ff_map.png
(8 px per micron) Other sequential cells in the stronger grey, the rest of the logic in the fainter grey.
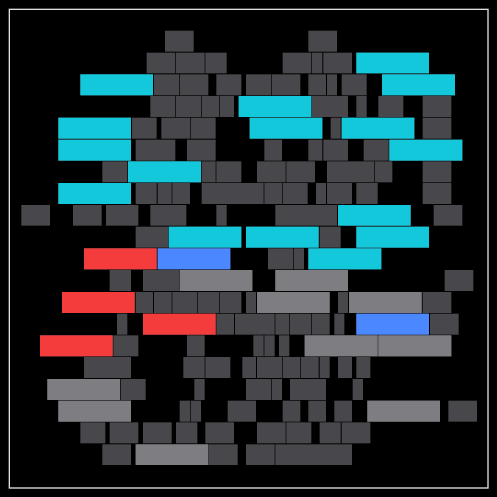
clock_wires.png
(4 px per micron)
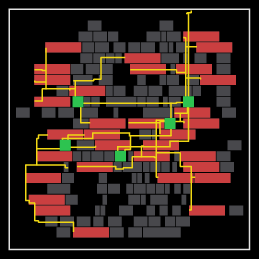
layers.png
(6 px per micron)
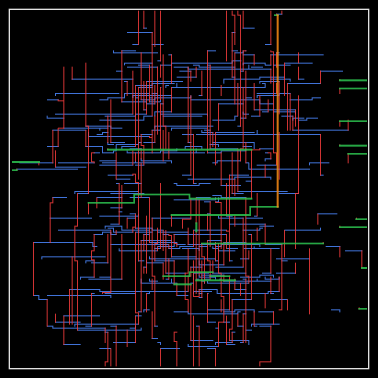
congestion_map.png
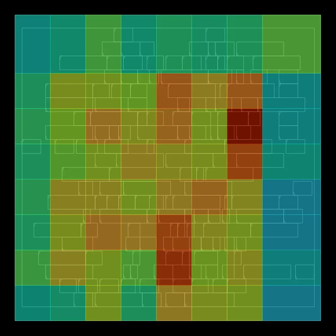
[config.mk]
export PLATFORM = sky130hd
export DESIGN_NAME = lib_pkt_source_flat
export DESIGN_NICKNAME = d
export VERILOG_FILES = /design/src/rtl/lib_pkt_source_pkg.sv /design/src/rtl/lib_pkt_source_if.sv /design/src/rtl/lib_pkt_source_lfsr.sv /design/src/rtl/lib_pkt_source.sv /design/src/flat_wrapper.sv
export SDC_FILE = /design/constraint.sdc
export NUM_CORES = 1
export LEC_CHECK = 0
export CORE_MARGIN = 1
export CORE_UTILIZATION = 45
export DETAILED_ROUTE_END_ITERATION = 10
export GPL_ROUTABILITY_DRIVEN = 0
export PLACE_DENSITY = 0.75
export SLEW_MARGIN = 25
export SYNTH_ARGS = -nofsm -noshare
export SYNTH_HDL_FRONTEND = slang
export SYNTH_SLANG_ARGS = --single-unit
[constraint.sdc]
create_clock -name clk -period 2.7 [get_ports clk]
set_clock_uncertainty 0.05 [all_clocks]
set_input_delay 0.405 -clock clk [delete_from_list [all_inputs] [get_ports clk]]
set_output_delay 0.405 -clock clk [all_outputs]
set_load 0.005 [all_outputs]
[src/rtl/lib_pkt_source_pkg.sv]
// Shared types and constants for the packet source (lib_pkt_source and lib_lfsr).
// The LFSR tap table is only used when LIB_PKT_SOURCE_LFSR_EN is defined.
package lib_pkt_source_pkg;

  localparam int PKT_CNT_W = 16;

  typedef enum logic [1:0] {
    ST_IDLE = 2'd0,
    ST_SEND = 2'd1,
    ST_GAP  = 2'd2
  } state_t;

  // Maximal-length Fibonacci feedback taps (bit n-1 set for tap n), widths 4..16.
  function automatic logic [31:0] lfsr_taps(input int width);
    case (width)
      4:       lfsr_taps = 32'h0000_000C;
      5:       lfsr_taps = 32'h0000_0014;
      6:       lfsr_taps = 32'h0000_0030;
      7:       lfsr_taps = 32'h0000_0060;
      8:       lfsr_taps = 32'h0000_00B8;
      9:       lfsr_taps = 32'h0000_0110;
      10:      lfsr_taps = 32'h0000_0240;
      11:      lfsr_taps = 32'h0000_0500;
      12:      lfsr_taps = 32'h0000_0829;
      13:      lfsr_taps = 32'h0000_100D;
      14:      lfsr_taps = 32'h0000_2015;
      15:      lfsr_taps = 32'h0000_6000;
      default: lfsr_taps = 32'h0000_D008;
    endcase
  endfunction

endpackage

[src/rtl/lib_pkt_source_if.sv]
// Word stream from lib_pkt_source to a downstream FIFO.
interface lib_pkt_source_if #(parameter int WIDTH = 4);

  // Handshake: a word transfers on the rising clk edge where o_data_val && i_en;
  // while o_data_val is high and i_en low, o_data/o_sop/o_eop hold unchanged.
  logic [WIDTH-1:0] o_data;
  logic             o_data_val;
  logic             o_sop;
  logic             o_eop;
  logic             i_en;

  modport master (output o_data, output o_data_val, output o_sop, output o_eop, input i_en);
  modport slave  (input o_data, input o_data_val, input o_sop, input o_eop, output i_en);

endinterface

[src/rtl/lib_pkt_source_lfsr.sv]
// lib_lfsr: WIDTH-bit maximal-length Fibonacci LFSR, seeded all-ones, steps on i_step.
// Compiled only when LIB_PKT_SOURCE_LFSR_EN is defined.
`ifdef LIB_PKT_SOURCE_LFSR_EN
module lib_lfsr
  import lib_pkt_source_pkg::*;
#(
  parameter int WIDTH = 4
) (
  input  logic             clk,
  input  logic             reset_n,
  input  logic             i_step,
  output logic [WIDTH-1:0] o_value
);

  localparam logic [31:0]      TAPS_ALL = lfsr_taps(WIDTH);
  localparam logic [WIDTH-1:0] TAPS     = TAPS_ALL[WIDTH-1:0];

  always_ff @(posedge clk or negedge reset_n) begin
    if (!reset_n) begin
      o_value <= '1;
    end else if (i_step) begin
      o_value <= {o_value[WIDTH-2:0], ^(o_value & TAPS)};
    end
  end

endmodule
`endif

[src/rtl/lib_pkt_source.sv]
// Packet source: header = sequence number, then PKT_LEN-1 payload words, GAP idle cycles.
// Define LIB_PKT_SOURCE_LFSR_EN to take payload words from lib_lfsr instead of a counter.
module lib_pkt_source
  import lib_pkt_source_pkg::*;
#(
  parameter int WIDTH   = 4,
  parameter int PKT_LEN = 4,
  parameter int GAP     = 1
) (
  input  logic                  clk,
  input  logic                  reset_n,
  input  logic                  i_run,
  lib_pkt_source_if.master      bus,
  output logic [PKT_CNT_W-1:0]  o_pkt_cnt,
  output logic                  o_busy,
  output state_t                o_state
);

  localparam int               IDX_W    = $clog2(PKT_LEN);
  localparam logic [IDX_W-1:0] LAST_IDX = IDX_W'(PKT_LEN - 1);
  localparam int               GAP_W    = (GAP > 1) ? $clog2(GAP + 1) : 1;
  localparam logic [GAP_W-1:0] GAP_LAST = GAP_W'((GAP > 0) ? GAP - 1 : 0);

  state_t               state_q, state_d;
  logic [IDX_W-1:0]     idx_q, idx_d;
  logic [WIDTH-1:0]     seq_q, seq_d;
  logic [GAP_W-1:0]     gap_q, gap_d;
  logic [PKT_CNT_W-1:0] cnt_q, cnt_d;
  logic [WIDTH-1:0]     data_q;
  logic                 val_q, sop_q, eop_q, busy_q;
  logic                 accept, load;
  logic [WIDTH-1:0]     payload, word_d;

  assign accept = (state_q == ST_SEND) && bus.i_en;
  // A new word enters the output register on entry to SEND or after each accepted word.
  assign load   = (state_d == ST_SEND) && ((state_q != ST_SEND) || accept);

`ifdef LIB_PKT_SOURCE_LFSR_EN
  logic             lfsr_step;
  logic [WIDTH-1:0] lfsr_value;

  // Every loaded payload word is later accepted (or wiped by reset, which reseeds),
  // so stepping on load advances the LFSR exactly once per accepted payload word.
  assign lfsr_step = load && (idx_d != '0);
  assign payload   = lfsr_value;

  lib_lfsr #(.WIDTH(WIDTH)) u_lfsr (
    .clk     (clk),
    .reset_n (reset_n),
    .i_step  (lfsr_step),
    .o_value (lfsr_value)
  );
`else
  assign payload = WIDTH'(32'(idx_d) - 32'd1);
`endif

  assign word_d = (idx_d == '0) ? seq_d : payload;

  always_ff @(posedge clk or negedge reset_n) begin
    if (!reset_n) begin
      state_q <= ST_IDLE;
      idx_q   <= '0;
      seq_q   <= '0;
      gap_q   <= '0;
      cnt_q   <= '0;
    end else begin
      state_q <= state_d;
      idx_q   <= idx_d;
      seq_q   <= seq_d;
      gap_q   <= gap_d;
      cnt_q   <= cnt_d;
    end
  end

  always_comb begin
    state_d = state_q;
    idx_d   = idx_q;
    seq_d   = seq_q;
    gap_d   = gap_q;
    cnt_d   = cnt_q;
    unique case (state_q)
      ST_IDLE: begin
        if (i_run) begin
          state_d = ST_SEND;
          idx_d   = '0;
        end
      end
      ST_SEND: begin
        if (accept) begin
          if (idx_q == LAST_IDX) begin
            idx_d = '0;
            seq_d = seq_q + 1'b1;
            cnt_d = cnt_q + 1'b1;
            if (GAP > 0) begin
              state_d = ST_GAP;
              gap_d   = '0;
            end else if (!i_run) begin
              state_d = ST_IDLE;
            end
          end else begin
            idx_d = idx_q + 1'b1;
          end
        end
      end
      ST_GAP: begin
        if (gap_q == GAP_LAST) begin
          gap_d   = '0;
          state_d = i_run ? ST_SEND : ST_IDLE;
        end else begin
          gap_d = gap_q + 1'b1;
        end
      end
      default: state_d = ST_IDLE;
    endcase
  end

  // Outputs are registered from the next-state values so they line up with state_q.
  always_ff @(posedge clk or negedge reset_n) begin
    if (!reset_n) begin
      data_q <= '0;
      val_q  <= 1'b0;
      sop_q  <= 1'b0;
      eop_q  <= 1'b0;
      busy_q <= 1'b0;
    end else begin
      data_q <= load ? word_d : ((state_d == ST_SEND) ? data_q : '0);
      val_q  <= (state_d == ST_SEND);
      sop_q  <= (state_d == ST_SEND) && (idx_d == '0);
      eop_q  <= (state_d == ST_SEND) && (idx_d == LAST_IDX);
      busy_q <= (state_d != ST_IDLE);
    end
  end

  assign bus.o_data     = data_q;
  assign bus.o_data_val = val_q;
  assign bus.o_sop      = sop_q;
  assign bus.o_eop      = eop_q;
  assign o_pkt_cnt      = cnt_q;
  assign o_busy         = busy_q;
  assign o_state        = state_q;

endmodule

[src/flat_wrapper.sv]
// flat-port wrapper written by rule: the top's interface ports become plain ports
module lib_pkt_source_flat import lib_pkt_source_pkg::*;
#(
  parameter int WIDTH   = 4,
  parameter int PKT_LEN = 4,
  parameter int GAP     = 1
)
  (clk, reset_n, i_run, o_pkt_cnt, o_busy, o_state, bus_o_data, bus_o_data_val, bus_o_sop, bus_o_eop, bus_i_en);
  lib_pkt_source_if #(.WIDTH(WIDTH)) bus_i ();
  input  logic clk;
  input  logic reset_n;
  input  logic i_run;
  output logic [PKT_CNT_W-1:0] o_pkt_cnt;
  output logic o_busy;
  output state_t o_state;
  output wire logic [$bits(bus_i.o_data)-1:0] bus_o_data;
  output wire logic [$bits(bus_i.o_data_val)-1:0] bus_o_data_val;
  output wire logic [$bits(bus_i.o_sop)-1:0] bus_o_sop;
  output wire logic [$bits(bus_i.o_eop)-1:0] bus_o_eop;
  input wire logic [$bits(bus_i.i_en)-1:0] bus_i_en;
  assign bus_o_data = bus_i.o_data;
  assign bus_o_data_val = bus_i.o_data_val;
  assign bus_o_sop = bus_i.o_sop;
  assign bus_o_eop = bus_i.o_eop;
  assign bus_i.i_en = bus_i_en;
  lib_pkt_source #(.WIDTH(WIDTH), .PKT_LEN(PKT_LEN), .GAP(GAP)) u_core (.clk(clk), .reset_n(reset_n), .i_run(i_run), .bus(bus_i), .o_pkt_cnt(o_pkt_cnt), .o_busy(o_busy), .o_state(o_state));
endmodule
==> out/summary.log <==
[logic_synthesis] fraction of post-synthesis cell area in the top cell type by area 0.535
[routing] mean number of vias per cell 5.16
[floorplan] effective utilization at floorplan 0.482
[logic_synthesis] most common flop cell mapped by yosys dfrtp_1
[floorplan] standard-cell rows 20
[clock_tree] number of buffers added by the clock tree synthesis step 5
[power_and_ir_drop] power density normalized to cell area 737 nW/um^2
[grt] first-pass GRT wire length 4.57 mm
[logic_synthesis] most numerous cell types in the synthesized netlist dfrtp_1 (32), xnor2_1 (12), nand2_1 (11)
[setup_path] critical path depth 5
[cells_and_area] ANT cells 0
[floorplan] die x size 59.7 microns
[power_and_ir_drop] worst vdd rail ir drop 0.000354 V
[logic_synthesis] Async S/R FF share, synth 1.00
[floorplan] vertical extent of the die 59.7 microns
[power_and_ir_drop] sequential share of power 0.474
[setup_path] required time reported for the critical path endpoint 2.86 ns
[power_and_ir_drop] leakage power total 0.000869 uW
[cells_and_area] synthesis-to-finish area growth 26.0%
[setup_path] slowest CP cell dfrtp_1
[final_timing] Final Max Slew Viols 0
[logic_synthesis] cells taking the most area after synthesis dfrtp_1 (54%), xnor2_1 (7.0%), nand4_4 (2.8%)
[cells_and_area] # fillers 263
[clock_tree] register clock-pin slew on the reported worst setup and hold paths 0.10 ns
[setup_path] Crit. End Element register
[routing] router iterations before antenna repair 4
[grt] GR Overflow Total 0
[final_timing] final setup violation count 0
[grt] number of global-route vias before repair 976
[logic_synthesis] number of nets at floorplan 127
[logic_synthesis] Synth Area in XOR/XNOR 0.115
[final_timing] fin crit period 2.01 ns
[logic_synthesis] Post-Synth Adder-Cell Area 0.0251
[logic_synthesis] Top logic family simple AND/OR/NAND/NOR gates
[min_path] class of the tightest hold or removal check input port to asynchronous set/reset pin
[grt] total track usage 0.179
[clock_tree] number of clock sinks 32
[final_timing] actual transition at the worst max-transition pin 0.384 ns
[logic_synthesis] count of unique library cells instantiated by Yosys 39
[logic_synthesis] Ys Warns 0
[final_timing] count of endpoints failing hold in the final timing report 0
[routing] residual antenna-violating net count after detailed routing 0
[logic_synthesis] number of enable flip-flop cells 0
[routing] Via Count 1032
[clock_tree] H-tree depth reported by CTS 2
[logic_synthesis] top-count cell post-synth dfrtp_1
[clock_tree] total of hold buffers inserted after clock tree synthesis 0
[setup_path] WP data arrival 2.17 ns
[final_timing] highest clock rate 498 MHz
[floorplan] Core Footprint 3100 sq um
[clock_tree] post-CTS setup buffers 0
[placement] port buffer count 29
[clock_tree] number of resized instances in the post-cts repair step 0
[setup_path] sort of element at the start of the critical path register
[setup_path] Worst Path Class, Setup register to register
[status] status finished, final reports clean
[setup_path] Worst path top cell family by delay simple AND/OR/NAND/NOR gates
[logic_synthesis] simple logic cell fraction of the synthesized area 0.216
[job] Maximum Capacitance Violations 0
[logic_synthesis] Cell Area, Synth 1500 sq um
[floorplan] full die area 3560 sq um
[setup_path] maximum fanout along the worst path 13
[clock_tree] largest buffer count on any clock path 2
[logic_synthesis] synthesized area per cell 12.5 sq um
[clock_tree] clock tree from TritonCTS done
[power_and_ir_drop] Internal Power 941 uW
[grt] maximum number of pins on one net before global-route repair 33
[logic_synthesis] AO/OA Area Share 0.0736
[setup_path] Bufs and invs on worst path 0
[routing] initial detailed-routing violation count 13
[job] total number of warnings across the stage logs 26
[routing] wire length after detailed routing 2.62 mm
[clock_tree] CTS Root Buffer Type clkbuf_4
[cells_and_area] share of cells above drive strength 1 0.141
[power_and_ir_drop] combinational cell fraction of total power 0.324
[routing] average wire per standard cell 13.1 microns
[setup_path] ordered list of cells on the worst path ha_1 > and4b_4 > and3_1 > nand3_1 > xnor2_1
[setup_path] worst-case reg-to-reg path depth 5
[final_timing] worst slew margin relative to its limit 0.744
[final_timing] RSZ-0062 raised after global routing no
[power_and_ir_drop] Sw Pwr 448 uW
[logic_synthesis] cells in synth_stat.txt 120
[floorplan] num ports 30
[logic_synthesis] area figure in the yosys stat output 1500 sq um
[logic_synthesis] register share after synthesis 0.535
[logic_synthesis] biggest area consumer among synthesized cells dfrtp_1
[setup_path] CP max stage delay 0.45 ns
[routing] DRC violations left 0
[logic_synthesis] number of cells produced by synthesis 120
[final_timing] sum of negative setup slack 0 ns
[grt] initial antenna violation count 0
[logic_synthesis] Mux cell area share 0.0151
[cells_and_area] number of nets at the end of the flow 162
[power_and_ir_drop] sw frac 0.322
[logic_synthesis] flops out of synthesis 32
[placement] detailed-placement wirelength estimate 1.91 mm
[final_timing] fraction of the cycle the final worst path needs 0.744
Notes on ff_map.png above:
`u_core.o_state` -> blue  # sequential cells 2
`u_core.seq_q` -> red  # sequential cells 4
`u_core.o_pkt_cnt` -> cyan  # sequential cells 16
Reg area: 801 sq um
P_seq: 659 uW
utilization after layout: 0.608

Notes on clock_wires.png above:
clock wires -> yellow  # length 393 microns
clock-net drivers -> green  # count 5
flip-flops -> red  # count 32
routed clock nets = 6
clock share of power: 0.202
Clk power: 280 uW
worst skew pair latency: 0.32 ns

Notes on layers.png above:
M4 -> orange  # wire length 32.0 microns
M1 -> blue  # wire length 1210 microns
M2 -> red  # wire length 1230 microns
M3 -> green  # wire length 149 microns

Notes on congestion_map.png above:
met1 Use GR: 0.238
grt met3 use: 0.0714

metrics by stage:
| step | power, uW | worst slack, ns | cell area [sq um] | hold WS [ns] | cells |
|---|---|---|---|---|---|
| after floorplan | 917 | 1.11 | 1500 | 0.0594 | 120 |
| after global placement | 1100 | 0.452 | 1830 | 0.405 | 192 |
| after detailed placement | 1120 | 0.379 | 1830 | 0.417 | 192 |
| after CTS | 1400 | 0.710 | 1890 | 0.424 | 200 |
| after global routing | 1490 | 0.529 | 1890 | 0.457 | 200 |
| final | 1390 | 0.690 | 1890 | 0.410 | 200 |
routing by layer:
| layer | global-route usage | wire [microns] | vias up |
|---|---|---|---|
| li1 | - | - | 493 |
| met4 | 0.0598 | 31 | 0 |
| met5 | 0 | 0 | - |
| met1 | 0.238 | 1210 | 506 |
| met2 | 0.267 | 1230 | 31 |
| met3 | 0.0714 | 148 | 2 |
layout make-up:
| type | count | area [sq um] | share of cell area |
|---|---|---|---|
| flip-flops and latches | 32 | 801 | 0.425 |
| multi-input cells | 84 | 666 | 0.353 |
| repair buffers | 30 | 298 | 0.158 |
| clock buffers | 8 | 58.8 | 0.0312 |
| well taps | 44 | 55.1 | 0.0292 |
| inverters | 2 | 7.51 | 0.00398 |
flip-flops by register name, summed over array words and instances, names as in the netlist:
name	count
u_core.seq_q	4
u_core.bus.o_eop	1
u_core.bus.o_data	4
u_core.o_busy	1
u_core.o_state	2
u_core.bus.o_sop	1
u_core.idx_q	2
u_core.bus.o_data_val	1
u_core.o_pkt_cnt	16
worst paths after layout:
check	startpoint	end	slack [ns]
min in group clk	u_core.bus.o_data[0]$_DFFE_PN0P_	u_core.bus.o_data[0]$_DFFE_PN0P_	0.43
worst max-delay path	u_core.idx_q[0]$_DFF_PN0_	u_core.o_pkt_cnt[11]$_DFFE_PN0P_	0.69
worst min-delay path	reset_n	u_core.bus.o_data[0]$_DFFE_PN0P_	0.41
worst min register to register	u_core.bus.o_data[0]$_DFFE_PN0P_	u_core.bus.o_data[0]$_DFFE_PN0P_	0.43
worst max register to register	u_core.idx_q[0]$_DFF_PN0_	u_core.o_pkt_cnt[11]$_DFFE_PN0P_	0.69
max in group asynchronous	reset_n	u_core.o_pkt_cnt[11]$_DFFE_PN0P_	1.91
power groups by stage:
stage / Combinational (uW) / Clock [uW] / Sequential, uW
finish: 450 / 280 / 659
global route: 503 / 315 / 673
CTS: 453 / 288 / 660
detailed placement: 450 / 0 / 668
global placement: 440 / 0 / 664
floorplan: 257 / 0 / 660
placed cells by master (no fill, tap or decap), types with 2 or more instances in the layout:
cell type and n:
dfrtp_1 32, clkdlybuf4s50_1 29, xnor2_1 12, nand2_1 11, nor2_1 5, clkbuf_4 5
and2_1 4, xor2_1 4, and3_1 4, nand3_1 4, o21ai_0 3, nand4_1 3
ha_1 3, nand2b_1 2, xnor2_2 2, mux2_2 2, nand4_4 2, a22o_1 2
nand3_2 2, clkbuf_1 2
kinds of logic after synthesis:
logic type / Yosys count
flip-flops: 32
buffers and inverters: 4
AND-OR/OR-AND: 13
XOR/XNOR: 18
multiplexers: 2
adder cells (fa/ha/maj): 3
AND/OR/NAND/NOR: 48
Power figures rest on the tool's default switching activity, not on a simulated workload.
